===== src/rtl/lcd_byte_scheduler.sv =====
// lcd_byte_scheduler: shares the 4-bit LCD nibble engine between two byte
// requesters with round-robin arbitration. Each accepted byte goes out as a
// high nibble and then a low nibble, each tagged with its post-nibble delay.
//
// Handshake: a requester holds reqN_valid with rs/data stable until it sees
// reqN_ready high in the same cycle. valid & ready on a rising edge transfers
// the byte. Ready is a combinational function of valid, so it may only be
// sampled, never used to form valid. Towards the engine, xfer_send is a
// one-cycle start strobe with xfer_command/xfer_delay valid alongside it.
// xfer_done is a one-cycle completion strobe that counts only in WAIT_HI and
// WAIT_LO.
module lcd_byte_scheduler #(
    parameter int FREQ      = 50000000,
    parameter int T_NIB_US  = 10,
    parameter int T_CMD_US  = 53,
    parameter int T_LONG_US = 3000
) (
    input  logic        CLK,
    input  logic        RESET,
    input  logic        init_done,
    input  logic        req0_valid,
    input  logic        req0_rs,
    input  logic [7:0]  req0_data,
    output logic        req0_ready,
    input  logic        req1_valid,
    input  logic        req1_rs,
    input  logic [7:0]  req1_data,
    output logic        req1_ready,
    output logic        xfer_send,
    output logic [4:0]  xfer_command,
    output logic [20:0] xfer_delay,
    input  logic        xfer_done,
    output logic        busy,
    output logic        last_grant,
    output logic [2:0]  fsm_state
);

    localparam int CYC_PER_US = FREQ / 1000000;
    localparam logic [20:0] D_NIB  = 21'(CYC_PER_US * T_NIB_US);
    localparam logic [20:0] D_CMD  = 21'(CYC_PER_US * T_CMD_US);
    localparam logic [20:0] D_LONG = 21'(CYC_PER_US * T_LONG_US);

    localparam logic [2:0] S_IDLE     = 3'd0;
    localparam logic [2:0] S_ISSUE_HI = 3'd1;
    localparam logic [2:0] S_WAIT_HI  = 3'd2;
    localparam logic [2:0] S_ISSUE_LO = 3'd3;
    localparam logic [2:0] S_WAIT_LO  = 3'd4;

    logic [2:0] state;
    logic       grant;
    logic       can_accept;
    logic       accept;
    logic       sel_rs;
    logic [7:0] sel_data;
    logic       rs_q;
    logic [7:0] data_q;
    logic       long_wait;

    // Round-robin pick: a lone requester wins, a tie goes to the one not served last.
    always_comb begin
        grant = 1'b0;
        if (req0_valid && req1_valid) begin
            grant = ~last_grant;
        end else if (req1_valid) begin
            grant = 1'b1;
        end
    end

    assign can_accept = (state == S_IDLE) && init_done;
    assign req0_ready = can_accept && req0_valid && !grant;
    assign req1_ready = can_accept && req1_valid && grant;
    assign accept     = req0_ready || req1_ready;
    assign sel_rs     = grant ? req1_rs : req0_rs;
    assign sel_data   = grant ? req1_data : req0_data;

    // Clear display (0x01) and return home (0x02/0x03) need the long settle time.
    assign long_wait = !rs_q && (data_q == 8'h01 || data_q == 8'h02 || data_q == 8'h03);

    assign busy      = (state != S_IDLE);
    assign fsm_state = state;

    // Byte FSM; the engine outputs are loaded on the edge entering an ISSUE state
    // so they are registered and valid during the xfer_send cycle.
    always_ff @(posedge CLK) begin
        if (RESET) begin
            state        <= S_IDLE;
            xfer_send    <= 1'b0;
            xfer_command <= 5'd0;
            xfer_delay   <= 21'd0;
            last_grant   <= 1'b1;
            rs_q         <= 1'b0;
            data_q       <= 8'd0;
        end else begin
            xfer_send <= 1'b0;
            case (state)
                S_IDLE: begin
                    if (accept) begin
                        rs_q         <= sel_rs;
                        data_q       <= sel_data;
                        last_grant   <= grant;
                        xfer_send    <= 1'b1;
                        xfer_command <= {sel_rs, sel_data[7:4]};
                        xfer_delay   <= D_NIB;
                        state        <= S_ISSUE_HI;
                    end
                end
                S_ISSUE_HI: state <= S_WAIT_HI;
                S_WAIT_HI: begin
                    if (xfer_done) begin
                        xfer_send    <= 1'b1;
                        xfer_command <= {rs_q, data_q[3:0]};
                        xfer_delay   <= long_wait ? D_LONG : D_CMD;
                        state        <= S_ISSUE_LO;
                    end
                end
                S_ISSUE_LO: state <= S_WAIT_LO;
                S_WAIT_LO: begin
                    if (xfer_done) begin
                        state <= S_IDLE;
                    end
                end
                default: state <= S_IDLE;
            endcase
        end
    end

endmodule


===== config.mk =====
export PLATFORM = sky130hd
export DESIGN_NAME = lcd_byte_scheduler
export DESIGN_NICKNAME = d
export VERILOG_FILES = /design/src/rtl/lcd_byte_scheduler.sv
export SDC_FILE = /design/constraint.sdc
export NUM_CORES = 1
export LEC_CHECK = 0
export ABC_CLOCK_PERIOD_IN_PS = 2090
export CAP_MARGIN = 20
export CORE_ASPECT_RATIO = 0.75
export CORE_MARGIN = 5
export CORE_UTILIZATION = 45
export DETAILED_ROUTE_END_ITERATION = 8
export PLACE_DENSITY = 0.84
export SYNTH_ARGS = -nofsm -noshare
export SYNTH_HDL_FRONTEND = slang
export SYNTH_SLANG_ARGS = --single-unit
export TNS_END_PERCENT = 10

===== constraint.sdc =====
create_clock -name CLK -period 2.09 [get_ports CLK]
set_input_delay 0.5225 -clock CLK [delete_from_list [all_inputs] [get_ports CLK]]
set_output_delay 0.5225 -clock CLK [all_outputs]
set_load 0.02 [all_outputs]

Figure 1. Signal wires on met1 (run 1).
Supply wires on this layer in grey.
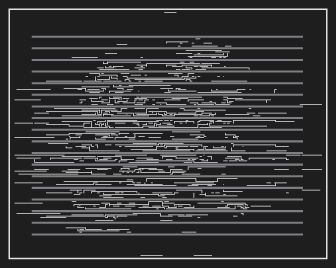
wire length on this layer: 1710 µm
longest straight run: 16.1 µm
share of all routed wire: 43%
nets with wire on the layer: 199
main direction: horizontal

Figure 2. M2 wires (run 1).
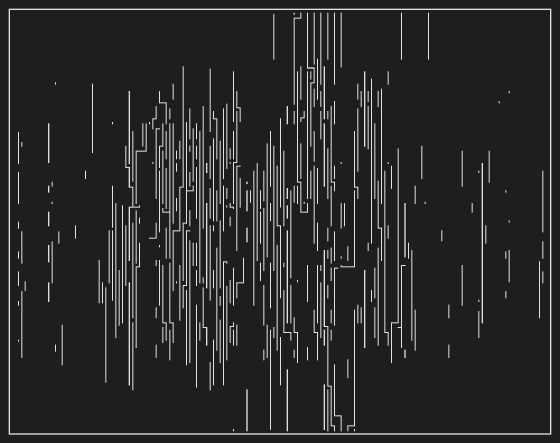
wire length on this layer: 1800 µm
longest straight run: 23.8 µm
nets with wire on the layer: 198

Figure 3. Signal wires on met3 (run 1).
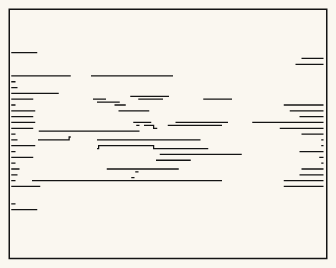
nets with wire on the layer: 57
share of all routed wire: 11%
longest straight run: 44.2 µm
main direction: horizontal
wire length on this layer: 445 µm

## run 1: synth_stat cells, types with 2 or more instances
library cell and count:
nand2_1 23, nor2_1 9, buf_4 15, a221oi_1 5, clkbuf_1 3, buf_2 3
a21oi_1 13, a311oi_1 9, o2111ai_1 6, o41ai_1 5, dfxtp_1 25, inv_1 2
nor3_1 3, and2_1 5, buf_6 4
## run 1: worst paths after layout
path	start	end	slack (ns)
hold / removal	xfer_delay[2]	xfer_delay[2]	0.46
hold reg to reg	xfer_delay[2]	xfer_delay[2]	0.46
setup / recovery	req0_valid	req0_ready	0.09
setup reg to reg	fsm_state[2]	fsm_state[0]	0.40
## run 1: per-layer routing
layer / vias to the layer above / wire length, µm
li1: 658 / -
met4: 0 / 36
met1: 634 / 1710
met2: 86 / 1800
met5: - / 0
met3: 6 / 444
==> impl_metrics.json, run 1 <==
{
  "ys.flop_type": "dfxtp_1",
  "postCtsSetupRepairBufs": 0,
  "fin_skew_ns": 0.00246,
  "ys_cells": 155,
  "powerClk_mw": 0.291,
  "fp_util": 0.469,
  "nClkBuffers": 3,
  "hold-path-cell-count": 2,
  "via_per_inst": 5.70,
  "p_int_mw": 0.899,
  "fmax_mhz": 500,
  "worstPathCellList": "clkdlybuf4s50_1 -> buf_4 -> nand2_1 -> nor2_1 -> buf_4",
  "hold_path.class": "register to register",
  "fin_setup_tns_ns": 0,
  "area_growth_pct": 41.1,
  "async_flop_share": 0,
  "crit_required_ns": 1.57,
  "p_switching_mw": 0.462,
  "hold_viol": 0,
  "synth_area_mm2": 0.00138,
  "core_mm2": 0.00294,
  "drc": 0,
  "mux_share": 0,
  "h-tree-depth": 1,
  "arrival_ns": 1.48,
  "grt_util_all_layers": 0.192,
  "fin_ws_ns": 0.0906,
  "cts_tree": "built",
  "cts_buffer_depth": 2,
  "diodes": 0,
  "rsz0062_at_grt": "false",
  "outcome": "completed",
  "nonClkBufAreaFrac": 0.311,
  "cts-root-buf": "clkbuf_8",
  "fa_ha_area_frac": 0,
  "drt_wl_total_um": 4000,
  "peakVddDrop_uv": 450,
  "use_met2": 0.292,
  "buffers_excl_clock": 64,
  "pg_comb_mw": 0.501,
  "slowest_delay_ns": 0.49,
  "finalCritPeriodShare": 0.957,
  "fin_nets": 230,
  "seq-cell-share": 0.257,
  "port_buffers": 48,
  "top_logic_kind": "AND-OR/OR-AND gates",
  "cp_common_cell": "buf_4",
  "relSlewSlack": 0.626,
  "utilization": 0.662,
  "cts_buffers": 3,
  "synthCells": 155,
  "routabilityCongestion": 0.875,
  "comb_cells": 110
}
Figure 4. Clock routing (run 1).
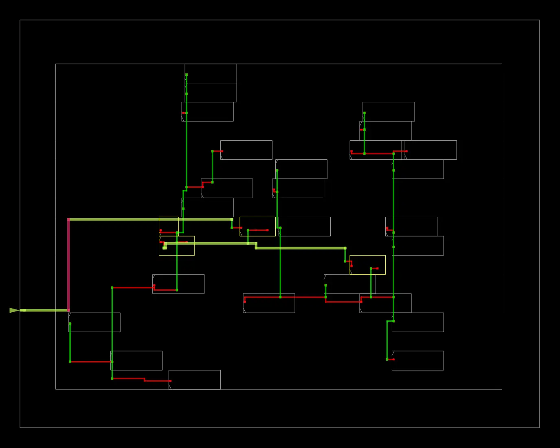

## Run 2: what changed since run 1
Settings changed: CAP_MARGIN 20 to not set, PLACE_DENSITY 0.84 to not set, PLACE_DENSITY_LB_ADDON set to 0.08.
Figure 5. Clock routing (run 2).
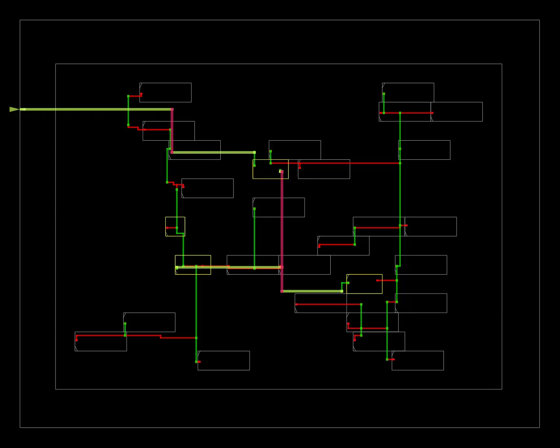
# clk buffers: 3
registers: 25
Fin Clk Skew: 0.00263 ns
Insertion Delay late pin: 0.27 ns

==> impl_metrics.json, run 2 <==
{
  "fp_util": 0.469,
  "diodes": 0,
  "ys.flop_type": "dfxtp_1",
  "synth_area_mm2": 0.00138,
  "cts-root-buf": "clkbuf_8",
  "wl_met2_um": 1650,
  "cp-endpoint": "req0_ready",
  "area_growth_pct": 37.8,
  "h-tree-depth": 1,
  "grt_busiest_layer": "met2",
  "postCtsSetupRepairBufs": 0,
  "crit_start": "req0_valid",
  "routabilityCongestion": 0.809,
  "fin_setup_tns_ns": 0,
  "drc": 0,
  "top_cell": "dfxtp_1",
  "wl_met3_um": 368,
  "r2r_start": "fsm_state[1]",
  "peakVddDrop_uv": 376,
  "antenna_found_initial": 0,
  "synthCells": 155,
  "grt_use_met1": 0.250,
  "via_per_inst": 5.72,
  "regMostFlops": "data_q",
  "fin_ws_ns": 0.0370,
  "port_buffers": 48,
  "drv_slew": 0,
  "post_cts_resized": 15,
  "hold_viol": 0,
  "core_mm2": 0.00294,
  "hp-start": "xfer_delay[2]",
  "crit_required_ns": 1.57,
  "p_int_mw": 0.888,
  "cts_tree": "built",
  "top_layer": "met4",
  "reg2reg_slack_ns": 0.41,
  "m1WireLength_um": 1660,
  "drt_wl_total_um": 3720,
  "relSlewSlack": 0.541,
  "cap_violations": 0,
  "min_to": "xfer_delay[2]",
  "finalCritPeriodShare": 0.982,
  "fin_nets": 226,
  "cts_buffers": 3,
  "use_met2": 0.264,
  "ys_top_cells_by_count": "dfxtp_1, nand2_1, buf_4",
  "fmax_mhz": 487,
  "ys_cells": 155,
  "utilization": 0.647,
  "hold_path.class": "register to register",
  "async_flop_share": 0,
  "pg_comb_mw": 0.482,
  "cts_buffer_depth": 2,
  "p_switching_mw": 0.455,
  "outcome": "completed",
  "arrival_ns": 1.53,
  "grt_pass1_vias": 1204,
  "synth.distinct_cells": 40,
  "numSynthFlops": 25,
  "rsz0062_at_grt": "true",
  "lay_top_cells": "clkdlybuf4s50_1, dfxtp_1, nand2_1, a21oi_1, buf_4",
  "hold-path-cell-count": 2,
  "synth_area_per_cell_um2": 8.89,
  "crit_path_max_fanout": 4,
  "grt_util_all_layers": 0.176,
  "fin_cells": 239,
  "r2r_end": "xfer_command[1]",
  "powerClk_mw": 0.295,
  "place_area_mm2": 0.00183
}
run 2: cell counts after synthesis:
No cell type changed its count.
run 2: critical path, cell delays in order:
cell             delay [ns]
clkdlybuf4s50_1        0.55
buf_4                  0.15
nand2_1                0.07
nor2_1                 0.10
buf_4                  0.15
run 2: kinds of logic (layout without fill, tap and decap cells):
group / Yosys count / count (layout) / synth area share
simple gates: 53 / 53 / 0.218
buf+inv: 28 / 66 / 0.142
compound gates: 47 / 47 / 0.268
xor+xnor: 1 / 1 / 0.00636
flops: 25 / 25 / 0.363
other cells: 1 / 9 / 0.00272
run 2: final cells by class:
type	instances	share of cell area
Clock inverter	1	0.00396
Timing Repair Buffer	60	0.299
Sequential cell	25	0.264
Tap cell	38	0.0250
Clock buffer	3	0.0218
Inverter	2	0.00396
Multi-Input combinational cell	110	0.383
Figure 6. M2 wires (run 2).
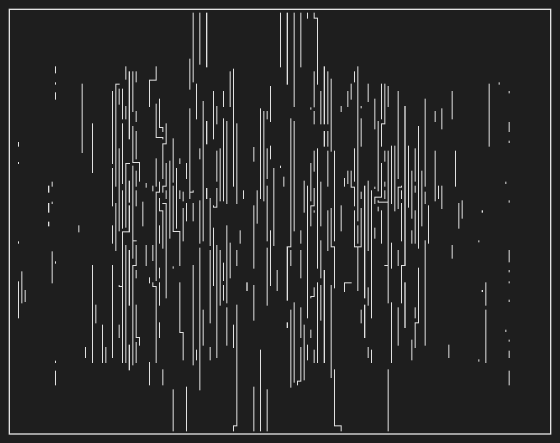

## Run 3: what changed since run 2
Settings changed: CORE_MARGIN 5 to 2.
Figure 7. M2 wires (run 3).
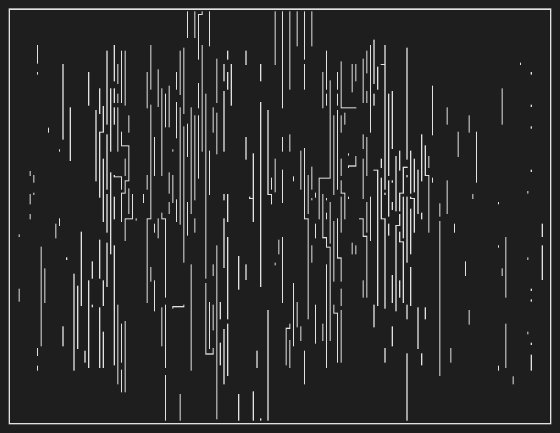
main direction: vertical
share of all routed wire: 41%

==> impl_metrics.json, run 3 <==
{
  "nNonClkInverters": 2,
  "taps": 38,
  "lay_top_cells": "clkdlybuf4s50_1, dfxtp_1, nand2_1, a21oi_1, buf_4",
  "wl_met3_um": 316,
  "r2r_end": "xfer_command[1]",
  "drv_slew": 0,
  "dominant_cells": "combinational gates",
  "finalCritPeriodShare": 0.969,
  "m1WireLength_um": 1720,
  "hp-start": "xfer_delay[2]",
  "xor_share": 0.00636,
  "hold_path.class": "register to register",
  "clk_latency_ns": 0.27,
  "cts_buffers": 3,
  "p_int_mw": 0.889,
  "via_per_inst": 5.57,
  "mux_share": 0,
  "h-tree-depth": 1,
  "cts-root-buf": "clkbuf_8",
  "cp-endpoint": "req0_ready",
  "nonClkBufAreaFrac": 0.300,
  "crit_path_max_fanout": 8,
  "antenna_found_initial": 0,
  "synth_area_per_cell_um2": 8.89,
  "pg_comb_mw": 0.481,
  "grt_pass1_vias": 1112,
  "area_share_clock_buf_inv": 0.0257,
  "grt_use_met1": 0.325,
  "port_buffers": 48,
  "cap_violations": 0,
  "top_logic_kind": "AND-OR/OR-AND gates",
  "wl_met2_um": 1440,
  "cts_buffer_depth": 2,
  "comb_cells": 110,
  "area_growth_pct": 38.1,
  "fin_cells": 238,
  "ys_cells": 155,
  "grt_busiest_layer": "met1",
  "top_layer": "met4",
  "p_switching_mw": 0.451,
  "outcome": "completed",
  "use_met2": 0.296,
  "fin_skew_ns": 0.00233,
  "fmax_mhz": 494,
  "drc": 0,
  "fp_util": 0.469,
  "rsz0062_at_grt": "false",
  "simple_gate_share": 0.218,
  "buffers_excl_clock": 59,
  "ys.flop_type": "dfxtp_1",
  "crit_required_ns": 1.57
}
## run 3: netlist changes by cell type in the layout (fill, tap and decap cells not counted)
cell and delta:
clkdlybuf4s50_1 -1, buf_12 +1, dlygate4sd2_1 +1, buf_4 -2
## run 3: stage by stage
step,power (mW),utilization,hold slack (ns)
floorplan,0.877,-,0.492
global placement,1.04,0.628,0.443
detailed placement,1.05,0.628,0.447
CTS,1.34,0.648,0.460
global route,1.42,0.648,0.486
finish,1.34,0.648,0.456
## run 3: what timing repair did
action | in CTS | in global routing
gates cloned | 0 | 0
setup endpoints to repair | 3 | 2
resized | 14 | 6
hold buffers | 0 | 0
## run 3: worst max-delay path: stages
cell             delay, ns
clkdlybuf4s50_1       0.47
buf_4                 0.14
a21boi_2              0.17
nor2_1                0.06
buf_4                 0.15

==> notes/layouts.md <==
Pictures saved along the way, in no particular order.

Signal metal coverage by tile.
picture 1
Scale bar: 20 µm. The die is cut into 14 by 10 equal tiles; dark purple is low, yellow is high, scaled to the fullest tile. Values are wire area over tile area, all layers added.
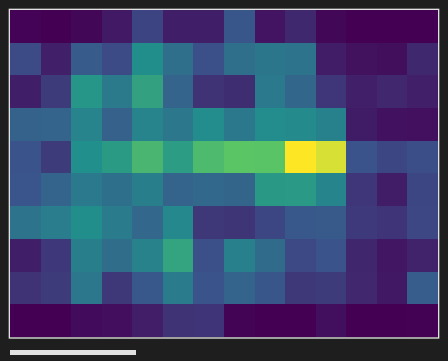
picture 2
Scale bar: 20 µm. The die is cut into 15 by 12 equal tiles; dark purple is low, yellow is high, scaled to the fullest tile. Values are wire area over tile area, all layers added.
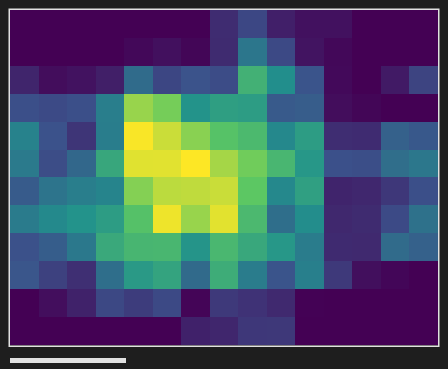
Picture 2 comes from run 1.
Picture 1 comes from run 3.

Key to picture 2:
tiles over half the peak: 24%
nearly empty tiles: 23%
emptiest ninth of the die: top right
densest ninth of the die: middle
mean over tiles: 0.16
fullest tile: 0.53

Power figures rest on the tool's default switching activity, not on a simulated workload.
